==> config.mk <==
export PLATFORM = sky130hd
export DESIGN_NAME = machinaut_systolic_pe_flat
export DESIGN_NICKNAME = d
export VERILOG_FILES = /design/src/rtl/machinaut_systolic_pe_if.sv /design/src/rtl/machinaut_systolic_pe.sv /design/src/flat_wrapper.sv
export SDC_FILE = /design/constraint.sdc
export NUM_CORES = 1
export LEC_CHECK = 0
export CAP_MARGIN = 20
export CORE_ASPECT_RATIO = 0.8
export CORE_MARGIN = 2
export CORE_UTILIZATION = 47
export CTS_CLUSTER_DIAMETER = 200
export DETAILED_ROUTE_END_ITERATION = 7
export HOLD_SLACK_MARGIN = 0.12
export PLACE_DENSITY = 0.76
export SYNTH_ARGS = -nofsm -noshare
export SYNTH_HDL_FRONTEND = slang
export SYNTH_SLANG_ARGS = --single-unit
==> constraint.sdc <==
create_clock -name clk -period 3.9 [get_ports clk]
set_input_delay 0.585 -clock clk [delete_from_list [all_inputs] [get_ports clk]]
set_output_delay 0.585 -clock clk [all_outputs]
set_load 0.1 [all_outputs]
Run 1, cell area per tile:
The bar under the picture is 20 um long. 8 x 7 tiles, from dark purple (low) to yellow (high), 0 to 100% covered.
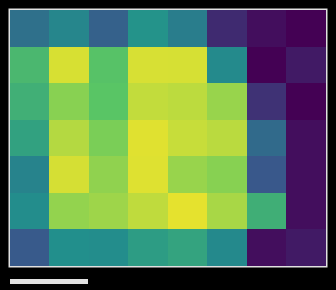
- mean over tiles: 55%
- nearly empty tiles: 5.4%
- densest ninth of the die: center
- fullest tile: 96%
floorplan core density: 49.13%
Core Area: 4597 um2
final core occ: 66.47%

Run 1, wiring heat map:
16 x 13 tiles, from dark purple (low) to yellow (high), scaled to the fullest tile. Values are wire area over tile area, all layers added.
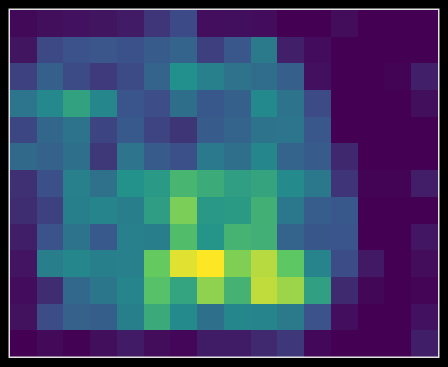
- emptiest ninth of the die: north-east
- fullest tile: 0.64
- tiles over half the peak: 14%
- mean over tiles: 0.17
- densest ninth of the die: south
total number of vias: 2088
Detailed Route WL: 5583 um

Run 1, register map, names as in the netlist:
The bar under the picture is 20 um long. Other sequential cells in the stronger gray, the rest of the logic in the fainter gray.
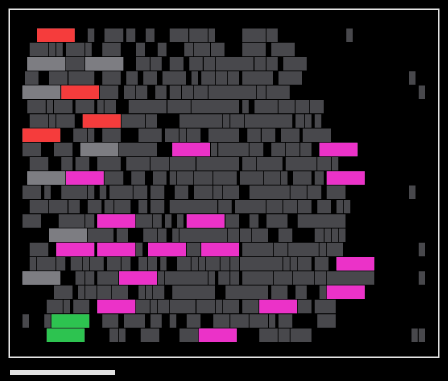
- green: u_core.rd_ptr (flops 2)
- red: u_core.col_q (flops 4; where north-west)
- magenta: u_core.acc (flops 16)
- not colored: 7
register area: 580.6 um2
total sequential power: 0.000326 W
sequential cell area share: 19.00%

==> impl_metrics.tcl, run 1 <==
# flow metrics
set metrics [dict create \
    drive_gt1_share_pct 28.94 \
    status "finished, final reports clean" \
    ant_nets 0 \
    synthTopCellsByCount "29 x dfxtp_1, 24 x nor2_1, 21 x ha_1" \
    tightest_slew_ns 0.9767 \
    crit_required_ns 4.08 \
    clkPwrFrac_pct 25.1 \
    comb_power_share_pct 44.8 \
    wl_per_cell_um 15.05 \
    drv_cap 0 \
    die_h_um 66 \
    path_common_cell "buf_4" \
    grt_util_met3_pct 4.235 \
    dp_slack_ns -0.7129 \
    yosys_area_um2 2258 \
    grt-ovfl-total 0 \
    ys_seq_share_pct 25.71 \
    routabilityCongestion 0.8632 \
    htreeDepth 2 \
    hpwl_um 3869 \
    final_cell_area_um2 3055 \
    cp_num_buf_inv 5 \
    synthFlopType "dfxtp_1" \
    area_delta_synth_final_pct 35.29 \
    clock_area_share_pct 3.153 \
    top_cell "dfxtp_1" \
    async_reset_ff_share_pct 0 \
    buffers_excl_clock 58 \
    buf_share_pct 15.60 \
    diodes 0 \
    row_count 22 \
    synth-adder-area-share_pct 16.07 \
    netlist_area_um2 2258 \
    placed_area_um2 2729 \
    synth-edff-count 0 \
    avgSynthCellArea_um2 8.754 \
    worstSkewPairLatency_ns 0.29 \
    pg_comb_w 0.000486 \
    p_per_area_nw_per_um2 354.7 \
    maxSlewViolCount 0 \
]
run 1: cells in the final DEF, fill, tap and decap left out, types with 3 or more instances in the layout:
master and count:
fa_1 3, o21ai_0 4, xor2_1 3, o21ai_4 3
clkdlybuf4s50_1 20, a21o_1 3, a21oi_1 7, ha_4 7
nand4_1 3, dfxtp_1 29, nand2_2 3, xnor2_1 4
buf_4 32, a211oi_1 7, inv_1 13, conb_1 10
and2_1 12, ha_1 14, nor4_1 3, or3_1 4
mux2i_1 14, nand2_1 13, nand3_2 3, a21oi_2 5
mux4_2 4, clkbuf_2 5, nand3_1 5, nor2_1 24
clkbuf_8 6, xnor2_2 3
run 1: metal layers:
layer | share of wire [%] | up-vias
li1 | - | 1016
met5 | 0 | -
met1 | 44 | 985
met3 | 7.9 | 10
met2 | 46 | 77
met4 | 1.6 | 0
==> run 2, diff against run 1 <==
Settings changed: CAP_MARGIN 20 to 40.
Run 2, register map, names as in the netlist:
The bar under the picture is 20 um long. Other sequential cells in the stronger gray, the rest of the logic in the fainter gray.
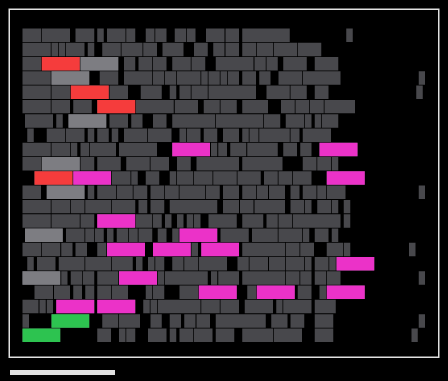
- magenta: u_core.acc (flops 16)
- red: u_core.col_q (flops 4; where north-west)
- green: u_core.rd_ptr (flops 2)
total sequential power: 0.000325 W
sequential cell area share: 17.54%
final core occ: 72.02%

==> impl_metrics.tcl, run 2 <==
# flow metrics
set metrics [dict create \
    syn-instance-count 258 \
    synthTopCellsByCount "29 x dfxtp_1, 24 x nor2_1, 21 x ha_1" \
    tightest_slew_ns 0.8119 \
    pg_comb_w 0.000525 \
    slew-limit-headroom_pct 45.68 \
    yosys_area_um2 2258 \
    die_h_um 66 \
    flop_area_um2 580.6 \
    buffers_excl_clock 75 \
    grt_util_met3_pct 6.011 \
    wirelength_met1_um 2783 \
    cp_num_buf_inv 4 \
    core_area_um2 4597 \
    grt-ovfl-total 0 \
    ios 43 \
    diodes 0 \
    status "finished, violations left" \
    violations "setup timing" \
    dp_slack_ns -0.7553 \
    finalSetupViolCount 5 \
    ant_nets 0 \
    setup_ws_ns -0.09120 \
    synthFlopType "dfxtp_1" \
    drive_gt1_share_pct 33.84 \
    buf_share_pct 22.52 \
    vias 2285 \
    vias_per_cell 5.889 \
    placed_area_um2 2939 \
    layout_top_cells "32 x buf_4, 29 x dfxtp_1, 24 x nor2_1, 20 x clkdlybuf4s50_1" \
    mostFrequentLayoutCell "buf_4" \
    crit_required_ns 4.14 \
    top_layer_used "met4" \
    routabilityCongestion 0.8632 \
    p_per_area_nw_per_um2 340.7 \
    clkPwrFrac_pct 24.6 \
    final_cell_area_um2 3311 \
    area_delta_synth_final_pct 46.59 \
    ys_seq_share_pct 25.71 \
    async_reset_ff_share_pct 0 \
    route.met2.wl_um 3225 \
    worstSkewPairLatency_ns 0.30 \
    row_count 22 \
    htreeDepth 2 \
    top_cell "dfxtp_1" \
    drv_cap 0 \
    maxSlewViolCount 0 \
    clock_area_share_pct 2.910 \
    p_leak_nw 1.422 \
    hpwl_um 4261 \
    comb_power_share_pct 46.6 \
    wl_met3_um 496 \
]
Run 2, signal wires by layer:
Only two layers are drawn.
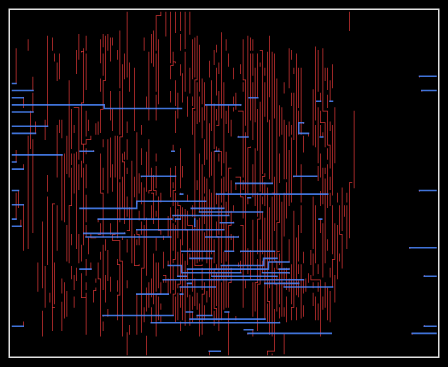
- red: M2 (wire length 3230 um)
- blue: M3 (wire length 497 um)
drt wl/cell: 17.51 um
Detailed Route WL: 6795 um

-- run 2: repair_timing --
| action | CTS | global route |
|---|---|---|
| setup endpoints to repair | 12 | 11 |
| pin swaps | 20 | 24 |
| setup buffers | 5 | 5 |
| resized | 42 | 25 |
| gates cloned | 1 | 0 |
-- run 2: kinds of logic (layout without fill, tap and decap cells) --
kind of cell,after synthesis,count (layout),synth area share [%]
AND-OR/OR-AND,46,47,13.57
adder cells (fa/ha/maj),26,26,16.07
other,2,10,0.3325
multiplexers,19,19,10.69
buffers and inverters,36,97,8.421
AND/OR/NAND/NOR,90,90,21.33
XOR/XNOR,10,10,3.878
flip-flops,29,29,25.71
No activity file was given, so power comes from the tool's default toggle rates.
